===== config.mk =====
export PLATFORM = sky130hd
export DESIGN_NAME = ball_bounce_multi
export DESIGN_NICKNAME = d
export VERILOG_FILES = /design/src/rtl/ball_bounce_multi.sv
export SDC_FILE = /design/constraint.sdc
export NUM_CORES = 1
export LEC_CHECK = 0
export CELL_PAD_IN_SITES_DETAIL_PLACEMENT = 1
export CELL_PAD_IN_SITES_GLOBAL_PLACEMENT = 2
export CORE_AREA = 2 2 184 186
export DETAILED_ROUTE_END_ITERATION = 10
export DIE_AREA = 0 0 186 188
export PLACE_DENSITY = 0.69
export SYNTH_ARGS = -nofsm -noshare
export SYNTH_HDL_FRONTEND = slang
export SYNTH_HIERARCHICAL = 1
export SYNTH_SLANG_ARGS = --single-unit

===== constraint.sdc =====
create_clock -name i_clk -period 7.28 [get_ports i_clk]
set_input_delay 1.456 -clock i_clk [delete_from_list [all_inputs] [get_ports i_clk]]
set_output_delay 1.456 -clock i_clk [all_outputs]
set_load 0.02 [all_outputs]

===== src/rtl/ball_bounce_multi.sv =====
// Multi-ball bouncing renderer.
// Holds NUM_BALLS square balls. Each ball has its own position and velocity.
// Once per frame an FSM steps the balls one per clock and reflects each one
// off the edges of the active area. A registered 3-bit pixel is produced from
// the sync generator's hpos/vpos/visible.

// Single-axis step for one ball: add the velocity, then reflect off [0, LIM].
module ball_bounce_axis #(
    parameter int LIM   = 636,
    parameter int SPEED = 1
) (
    input  logic [9:0] p,
    input  logic [3:0] v,
    output logic [9:0] np,
    output logic [3:0] nv,
    output logic       refl
);
    localparam logic [3:0]  V_POS = 4'(SPEED);
    localparam logic [3:0]  V_NEG = 4'(-SPEED);
    localparam logic [10:0] LIM_W = 11'(LIM);

    // 11-bit two's complement sum. Bit 10 set means the ball stepped below zero.
    logic [10:0] n;
    assign n = {1'b0, p} + {{7{v[3]}}, v};

    // Clamp to the edge and flip the direction whenever the step overshoots.
    always_comb begin
        np   = n[9:0];
        nv   = v;
        refl = 1'b0;
        if (!n[10] && n > LIM_W) begin
            np   = LIM_W[9:0];
            nv   = V_NEG;
            refl = 1'b1;
        end else if (n[10]) begin
            np   = 10'd0;
            nv   = V_POS;
            refl = 1'b1;
        end
    end
endmodule

module ball_bounce_multi #(
    parameter int         NUM_BALLS        = 4,
    parameter int         BALL_SIZE        = 4,
    parameter int         SPEED            = 1,
    parameter int         H_ACTIVE         = 640,
    parameter int         V_ACTIVE         = 480,
    parameter int         VSYNC_ACTIVE_LOW = 1,
    parameter logic [2:0] BG_RGB           = 3'b000
) (
    input  logic       i_clk,
    input  logic       i_rst_n,
    input  logic       i_vsync,
    input  logic       i_visible,
    input  logic [9:0] i_hpos,
    input  logic [9:0] i_vpos,
    input  logic       i_pause,
    output logic [2:0] o_rgb,
    output logic       o_busy,
    output logic [7:0] o_bounces
);
    localparam int         IW      = (NUM_BALLS > 1) ? $clog2(NUM_BALLS) : 1;
    localparam logic [IW-1:0] LAST = IW'(NUM_BALLS - 1);
    localparam logic [3:0] V_POS   = 4'(SPEED);
    localparam logic [3:0] V_NEG   = 4'(-SPEED);
    localparam logic       VS_IDLE = (VSYNC_ACTIVE_LOW != 0);

    // Elaboration guards: parameter ranges, and every starting ball inside the screen.
    if (NUM_BALLS < 1 || NUM_BALLS > 8 || BALL_SIZE < 1 || BALL_SIZE > 63 ||
        SPEED < 1 || SPEED > 7) begin : g_bad_param
        $error("ball_bounce_multi: parameter out of range");
    end
    for (genvar k = 0; k < NUM_BALLS; k++) begin : g_chk
        if (32 + 48*k + BALL_SIZE > H_ACTIVE || 32 + 32*k + BALL_SIZE > V_ACTIVE) begin : g_bad
            $error("ball_bounce_multi: initial ball outside active area");
        end
    end

    typedef enum logic {IDLE, UPDATE} state_t;

    state_t                        state;
    logic [IW-1:0]                 idx;
    logic                          vsync_q;
    logic [NUM_BALLS-1:0][9:0]     pos_x, pos_y;
    logic [NUM_BALLS-1:0][3:0]     vel_x, vel_y;

    // The frame tick fires on the asserting edge of vsync.
    logic tick;
    assign tick = VS_IDLE ? (vsync_q & ~i_vsync) : (~vsync_q & i_vsync);

    // Select the ball that is being updated this cycle.
    logic [9:0] cur_x, cur_y;
    logic [3:0] cur_vx, cur_vy;
    always_comb begin
        cur_x  = pos_x[0];
        cur_y  = pos_y[0];
        cur_vx = vel_x[0];
        cur_vy = vel_y[0];
        for (int k = 1; k < NUM_BALLS; k++) begin
            if (int'(idx) == k) begin
                cur_x  = pos_x[k];
                cur_y  = pos_y[k];
                cur_vx = vel_x[k];
                cur_vy = vel_y[k];
            end
        end
    end

    logic [9:0] nx, ny;
    logic [3:0] nvx, nvy;
    logic       rx, ry;

    ball_bounce_axis #(.LIM(H_ACTIVE - BALL_SIZE), .SPEED(SPEED)) u_ax_x (
        .p(cur_x), .v(cur_vx), .np(nx), .nv(nvx), .refl(rx)
    );
    ball_bounce_axis #(.LIM(V_ACTIVE - BALL_SIZE), .SPEED(SPEED)) u_ax_y (
        .p(cur_y), .v(cur_vy), .np(ny), .nv(nvy), .refl(ry)
    );

    // Per-ball coverage test against the current beam position.
    logic [NUM_BALLS-1:0] hit;
    for (genvar k = 0; k < NUM_BALLS; k++) begin : g_hit
        assign hit[k] = ({1'b0, i_hpos} >= {1'b0, pos_x[k]}) &&
                        ({1'b0, i_hpos} <  {1'b0, pos_x[k]} + 11'(BALL_SIZE)) &&
                        ({1'b0, i_vpos} >= {1'b0, pos_y[k]}) &&
                        ({1'b0, i_vpos} <  {1'b0, pos_y[k]} + 11'(BALL_SIZE));
    end

    // Choose the pixel colour. The scan runs from high index down, so the lowest covering index wins.
    logic [2:0] pix;
    always_comb begin
        pix = BG_RGB;
        for (int k = NUM_BALLS - 1; k >= 0; k--) begin
            if (hit[k]) pix = 3'((k % 7) + 1);
        end
        if (!i_visible) pix = 3'b000;
    end

    // Register vsync for edge detection, and register the pixel output.
    always_ff @(posedge i_clk or negedge i_rst_n) begin
        if (!i_rst_n) begin
            vsync_q <= VS_IDLE;
            o_rgb   <= 3'b000;
        end else begin
            vsync_q <= i_vsync;
            o_rgb   <= pix;
        end
    end

    // Frame FSM: while idle, wait for a tick; then update one ball per cycle.
    always_ff @(posedge i_clk or negedge i_rst_n) begin
        if (!i_rst_n) begin
            state     <= IDLE;
            idx       <= '0;
            o_busy    <= 1'b0;
            o_bounces <= 8'd0;
            for (int k = 0; k < NUM_BALLS; k++) begin
                pos_x[k] <= 10'(32 + 48*k);
                pos_y[k] <= 10'(32 + 32*k);
                vel_x[k] <= (k % 2 == 0) ? V_POS : V_NEG;
                vel_y[k] <= V_POS;
            end
        end else begin
            case (state)
                IDLE: begin
                    if (tick && !i_pause) begin
                        state  <= UPDATE;
                        idx    <= '0;
                        o_busy <= 1'b1;
                    end
                end
                UPDATE: begin
                    for (int k = 0; k < NUM_BALLS; k++) begin
                        if (int'(idx) == k) begin
                            pos_x[k] <= nx;
                            pos_y[k] <= ny;
                            vel_x[k] <= nvx;
                            vel_y[k] <= nvy;
                        end
                    end
                    // A corner hit counts as one bounce, not two.
                    if (rx || ry) o_bounces <= o_bounces + 8'd1;
                    if (idx == LAST) begin
                        state  <= IDLE;
                        idx    <= '0;
                        o_busy <= 1'b0;
                    end else begin
                        idx <= idx + 1'b1;
                    end
                end
                default: state <= IDLE;
            endcase
        end
    end
endmodule


Figure 1. Clock nets (run 1).
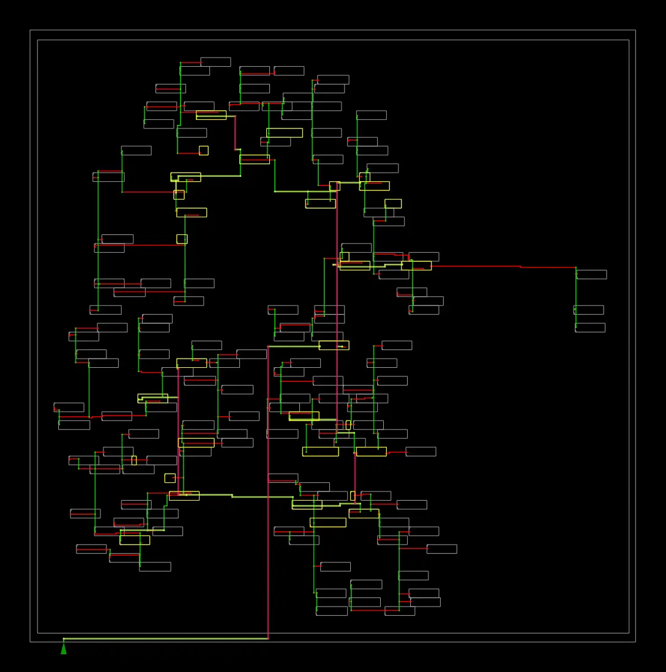
clkbuf count: 21
clk pwr: 0.919 mW
CTS Buf Count: 17
Skew-Pair Late Insertion Delay: 430 ps

Figure 2. Met2 routing (run 1).
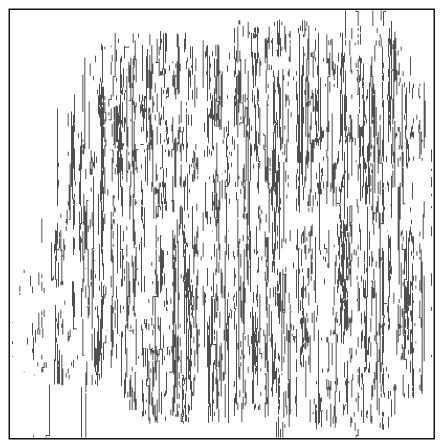
The wires run mostly vertical. The layer holds 47% of the routed length. 1270 nets have wire on it. The longest straight run is 78.5 um. The layer carries 15400 um of wire.

Figure 3. Cells by drive strength (run 1).
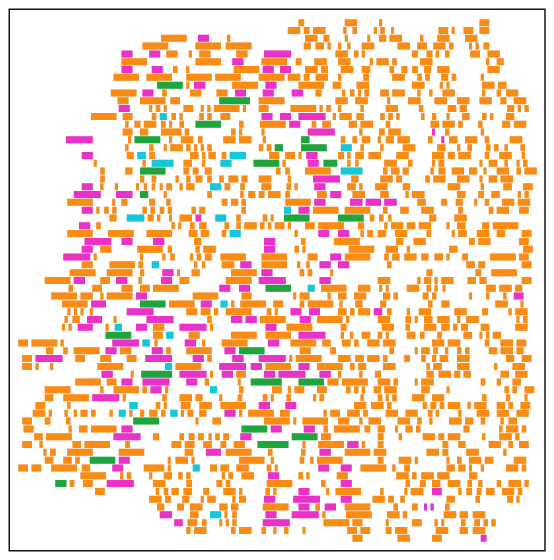
Key: cyan = x3 and x4 [cells 25]; magenta = x2 [cells 139]; green = x6 and larger [cells 26]; orange = x1 and smaller [cells 1075]
final worst setup slack: 1700 ps
area growth from synthesis to layout: 12.9%

Figure 4. Gate-type map (run 1).
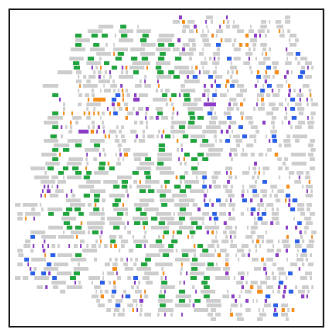
Key: purple = nand cells [cells 158, most used nand2_1, where spread over the die]; blue = xor and xnor cells [cells 63, most used xnor2_1, where spread over the die]; green = mux cells [cells 143, most used mux2_2]; orange = nor cells [cells 100, most used nor2_1, where spread over the die]

==> results_dict.tcl, run 1 <==
# collected from the flow reports
set metrics [dict create \
    rsz0062_at_grt "false" \
    critPathMaxStageDelay_ps 540 \
    cts_tree "built" \
    row_count 67 \
    area_leaders "dfrtp_1 22%, ha_1 20%, mux2_2 9.2%" \
    crit_family "adder cells" \
    worst_path_max_delay_cell "ha_2" \
    clkTransAtPathRegs_ps 60 \
    cp-startpoint "idx[1]$_DFFE_PN0P_" \
    largestRegisters "pos_x (40), pos_y (40)" \
    adder_share 0.200 \
    use_met2 0.324 \
    largest_area_cell "dfrtp_1" \
    gp_congestion 0.826 \
    power_leader "combinational cells" \
    tightest_slew_ps 905 \
    crit_chain "inv_1 > ha_2 > buf_4 > mux2i_1 > nor2_1 > a21oi_1 > o21ai_1 > ha_1 > inv_1 > fa_1 > nand2b_1 > a211oi_1 > o21ai_0 > a21oi_1 > or2_2 > ha_1 > inv_1 > and3_1 > a41oi_2 > o21bai_1 > o21ai_1 > nor2_1 > nand3_1 > xnor2_1" \
    ys_sh_aoi 0.151 \
    power_density_nw_per_um2 423 \
    sh_comb_area 0.590 \
    vias 9121 \
    antenna_left 0 \
    path_depth 24 \
    wl_per_cell_um 19.2 \
    yosys-top-cells-count "179 x ha_1, 104 x inv_1, 101 x dfrtp_1" \
    clock_cell_area_share 0.0489 \
    io_pins 37 \
    switching_share 0.482 \
    buffer_area_frac 0.0345 \
    hold_class "reg -> reg" \
    largestClassByArea "multi-input combinational cells" \
    wl_met3_um 759 \
    ys_cells 1220 \
    p_clk_frac 0.169 \
    ys_sh_mux 0.138 \
    nets 1458 \
    comb_power_share 0.617 \
    final-comb-area_um2 7600 \
    min_period_ps 5580 \
    synthFlopType "dfrtp_1" \
    layoutNonFillerInstCount 1713 \
    chipHeight_um 188 \
    clk_path_buf_depth 2 \
    clock_sinks 128 \
    grt_pass1_vias 9577 \
    tap_cells 448 \
    layout_top_cells "176 x ha_1, 104 x inv_1, 101 x dfrtp_1, 93 x mux2_2, 84 x a21oi_1" \
    critPathArrivalTime_ps 5900 \
    status "completed" \
    fmax_mhz 179 \
    wirelength_mm 32.9 \
    syn-num-nets 1426 \
    final_area_um2 12900 \
    dpl.cell_count 1681 \
    maxCapViolations 0 \
    antenna_found_initial 0 \
    grt_max_degree 70 \
    place_ws_ps 1650 \
    warnings 37 \
    antennaDiodeCount 0 \
    syn_avg_cell_area_um2 9.35 \
    overflow 0 \
    fp_util 0.345 \
    rr_worst_depth 24 \
    final_util 0.389 \
    cp_max_fo 16 \
    worstHoldEndpoint "o_bounces[7]$_DFFE_PN0P_" \
    ys_chip_area_um2 11400 \
    crit_path_end_kind "flip-flop" \
    layout_top_cell "ha_1" \
    post_cts_resized 0 \
    slew_headroom 0.396 \
    endpoint "o_bounces[5]$_DFFE_PN0P_" \
    yosysTopAreaCellShare 0.221 \
    h-tree-depth 4 \
    ir_drop_mv 0.218 \
    drive_gt1_frac 0.150 \
    hp-start "o_bounces[7]$_DFFE_PN0P_" \
    ys_sh_xor 0.0484 \
    intPower_mw 2.82 \
    regArea_um2 3240 \
    rrSetupSlack_ps 1700 \
    busiest_layer "met2" \
    r2r_start "idx[1]$_DFFE_PN0P_" \
    synth-simple-area-share 0.129 \
    clock_skew_ps 11.0 \
    grt_pass1_wl_mm 52.4 \
    wl_met1_mm 16.4 \
    seqPwrFrac 0.215 \
    hold_viol_final 0 \
    core_um2 33100 \
    cp_data_required_time_ps 7600 \
    comb_cells 949 \
    seq_area_frac 0.251 \
    pwr.group.combinational_mw 3.36 \
    edf_count 0 \
    portBuffers 36 \
    dr.pass1.iters 4 \
    synthTopLogicFamily "adder cells" \
    yosysUniqueCellTypes 82 \
]
==> inputs of run 2 (changes only) <==
==> constraint.sdc (replaced) <==
create_clock -name i_clk -period 5.7 [get_ports i_clk]
set_input_delay 1.14 -clock i_clk [delete_from_list [all_inputs] [get_ports i_clk]]
set_output_delay 1.14 -clock i_clk [all_outputs]
set_load 0.02 [all_outputs]
Figure 5. Clock nets (run 2).
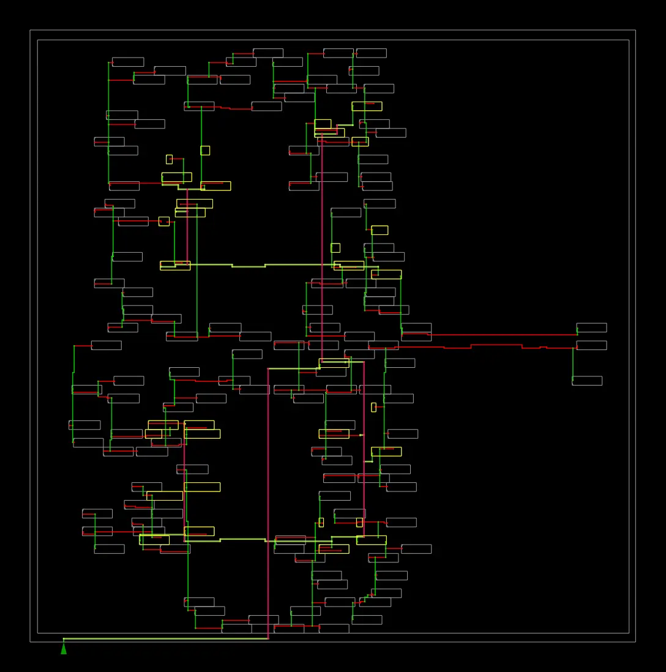
Worst Skew: 13.9 ps
clkbuf count: 23
clk pwr: 1.20 mW
Clock Sink Count: 128
Skew-Pair Late Insertion Delay: 440 ps

==> results_dict.tcl, run 2 <==
# collected from the flow reports
set metrics [dict create \
    layout_top_cell "ha_1" \
    clk_root_buffer_cell "clkbuf_16" \
    ys_sh_aoi 0.151 \
    use_met2 0.340 \
    row_count 67 \
    worstHoldEndpoint "o_bounces[7]$_DFFE_PN0P_" \
    ys_chip_area_um2 11400 \
    wirelength_mm 33.4 \
    io_pins 37 \
    power_leader "combinational cells" \
    critPathMaxStageDelay_ps 440 \
    busiest_layer "met2" \
    largestClassByArea "multi-input combinational cells" \
    final_area_um2 12900 \
    syn_avg_cell_area_um2 9.35 \
    dpl.cell_count 1683 \
    viasPerCell 5.27 \
    comb_power_share 0.618 \
    wl_met3_um 807 \
    drive_gt1_frac 0.152 \
    sh_comb_area 0.589 \
    grt_max_degree 87 \
    layoutNonFillerInstCount 1715 \
    chipHeight_um 188 \
    antennaDiodeCount 0 \
    comb_cells 949 \
    h-tree-depth 4 \
    tap_cells 448 \
    layout_top_cells "176 x ha_1, 104 x inv_1, 101 x dfrtp_1, 93 x mux2_2, 84 x a21oi_1" \
    antenna_found_initial 0 \
    largest_area_cell "dfrtp_1" \
    status "completed" \
    maxCapViolations 0 \
    switching_share 0.483 \
    synthFlopType "dfrtp_1" \
    regArea_um2 3240 \
    area_delta_synth_final_pct 13.3 \
    fmax_mhz 197 \
    n_sequential_cell 128 \
    hp-start "o_bounces[7]$_DFFE_PN0P_" \
    tightest_slew_ps 906 \
    min_period_ps 5070 \
    grt_pass1_vias 9695 \
    ys_sh_mux 0.138 \
    buffer_area_frac 0.0355 \
    power_density_nw_per_um2 547 \
    cts_made_buffers 17 \
    syn-num-nets 1426 \
    area_leaders "dfrtp_1 22%, ha_1 20%, mux2_2 9.2%" \
    clk_path_buf_depth 2 \
    yosys-top-cells-count "179 x ha_1, 104 x inv_1, 101 x dfrtp_1" \
    worst_path_max_delay_cell "dfrtp_1" \
    p_clk_frac 0.170 \
    gp_congestion 0.786 \
    antenna_left 0 \
    yosysUniqueCellTypes 82 \
    seqPwrFrac 0.212 \
    r2r_start "idx[1]$_DFFE_PN0P_" \
    rsz0062_at_grt "false" \
    crit_family "AND-OR/OR-AND gates" \
    synthArstFlopShare 1.00 \
    crit_path_end_kind "flip-flop" \
    synth-simple-area-share 0.129 \
    wl_met1_mm 16.2 \
    largestRegisters "pos_x (40), pos_y (40)" \
    cp_data_required_time_ps 6040 \
    r2r-end "o_bounces[4]$_DFFE_PN0P_" \
    portBuffers 36 \
    highest_layer "met4" \
    ys_cells 1220 \
    seq_area_frac 0.250 \
    place_ws_ps 457 \
    overflow 0 \
    critPathKind "reg -> reg" \
    die_area_um2 35000 \
    finalSetupViolCount 0 \
    edf_count 0 \
    rr_worst_depth 22 \
    clock_cell_area_share 0.0496 \
    cp_max_fo 12 \
    critPathArrivalTime_ps 5410 \
    adder_share 0.200 \
    ys_sh_xor 0.0484 \
    worst_slack_ps 635 \
    endpoint "o_bounces[4]$_DFFE_PN0P_" \
    pwr.group.combinational_mw 4.37 \
    grt_pass1_wl_mm 53.6 \
    dr.pass1.iters 4 \
    fp_util 0.345 \
    core_um2 33100 \
    synthTopLogicFamily "adder cells" \
    slew_headroom 0.396 \
    final-comb-area_um2 7620 \
    vias 9036 \
    final_util 0.390 \
    warnings 37 \
    nets 1460 \
    crit_chain "inv_1 > ha_4 > buf_4 > mux2i_1 > nor2_1 > a21oi_1 > o21ai_1 > ha_1 > a21oi_1 > o21ai_0 > o21ai_0 > a21oi_1 > or2_2 > ha_1 > inv_1 > nand3_1 > nor4_1 > o21bai_1 > o21a_1 > and3_1 > nand2_1 > xnor2_1" \
    hold_viol_final 0 \
    cts_setup_buffers 0 \
    clkTransAtPathRegs_ps 60 \
    wl_per_cell_um 19.5 \
    path_depth 22 \
    intPower_mw 3.66 \
    cts_tree "built" \
    rrSetupSlack_ps 630 \
    yosysTopAreaCellShare 0.221 \
    finalClockPeriodUsage 0.889 \
    cp-start-kind "flip-flop" \
    ir_drop_mv 0.322 \
    post_cts_resized 0 \
    hold_class "reg -> reg" \
    yosys.stat.seqShare 0.284 \
    p_leak_nw 5.73 \
    cp-startpoint "idx[1]$_DFFE_PN0P_" \
]
No activity file was given, so power comes from the tool's default toggle rates.
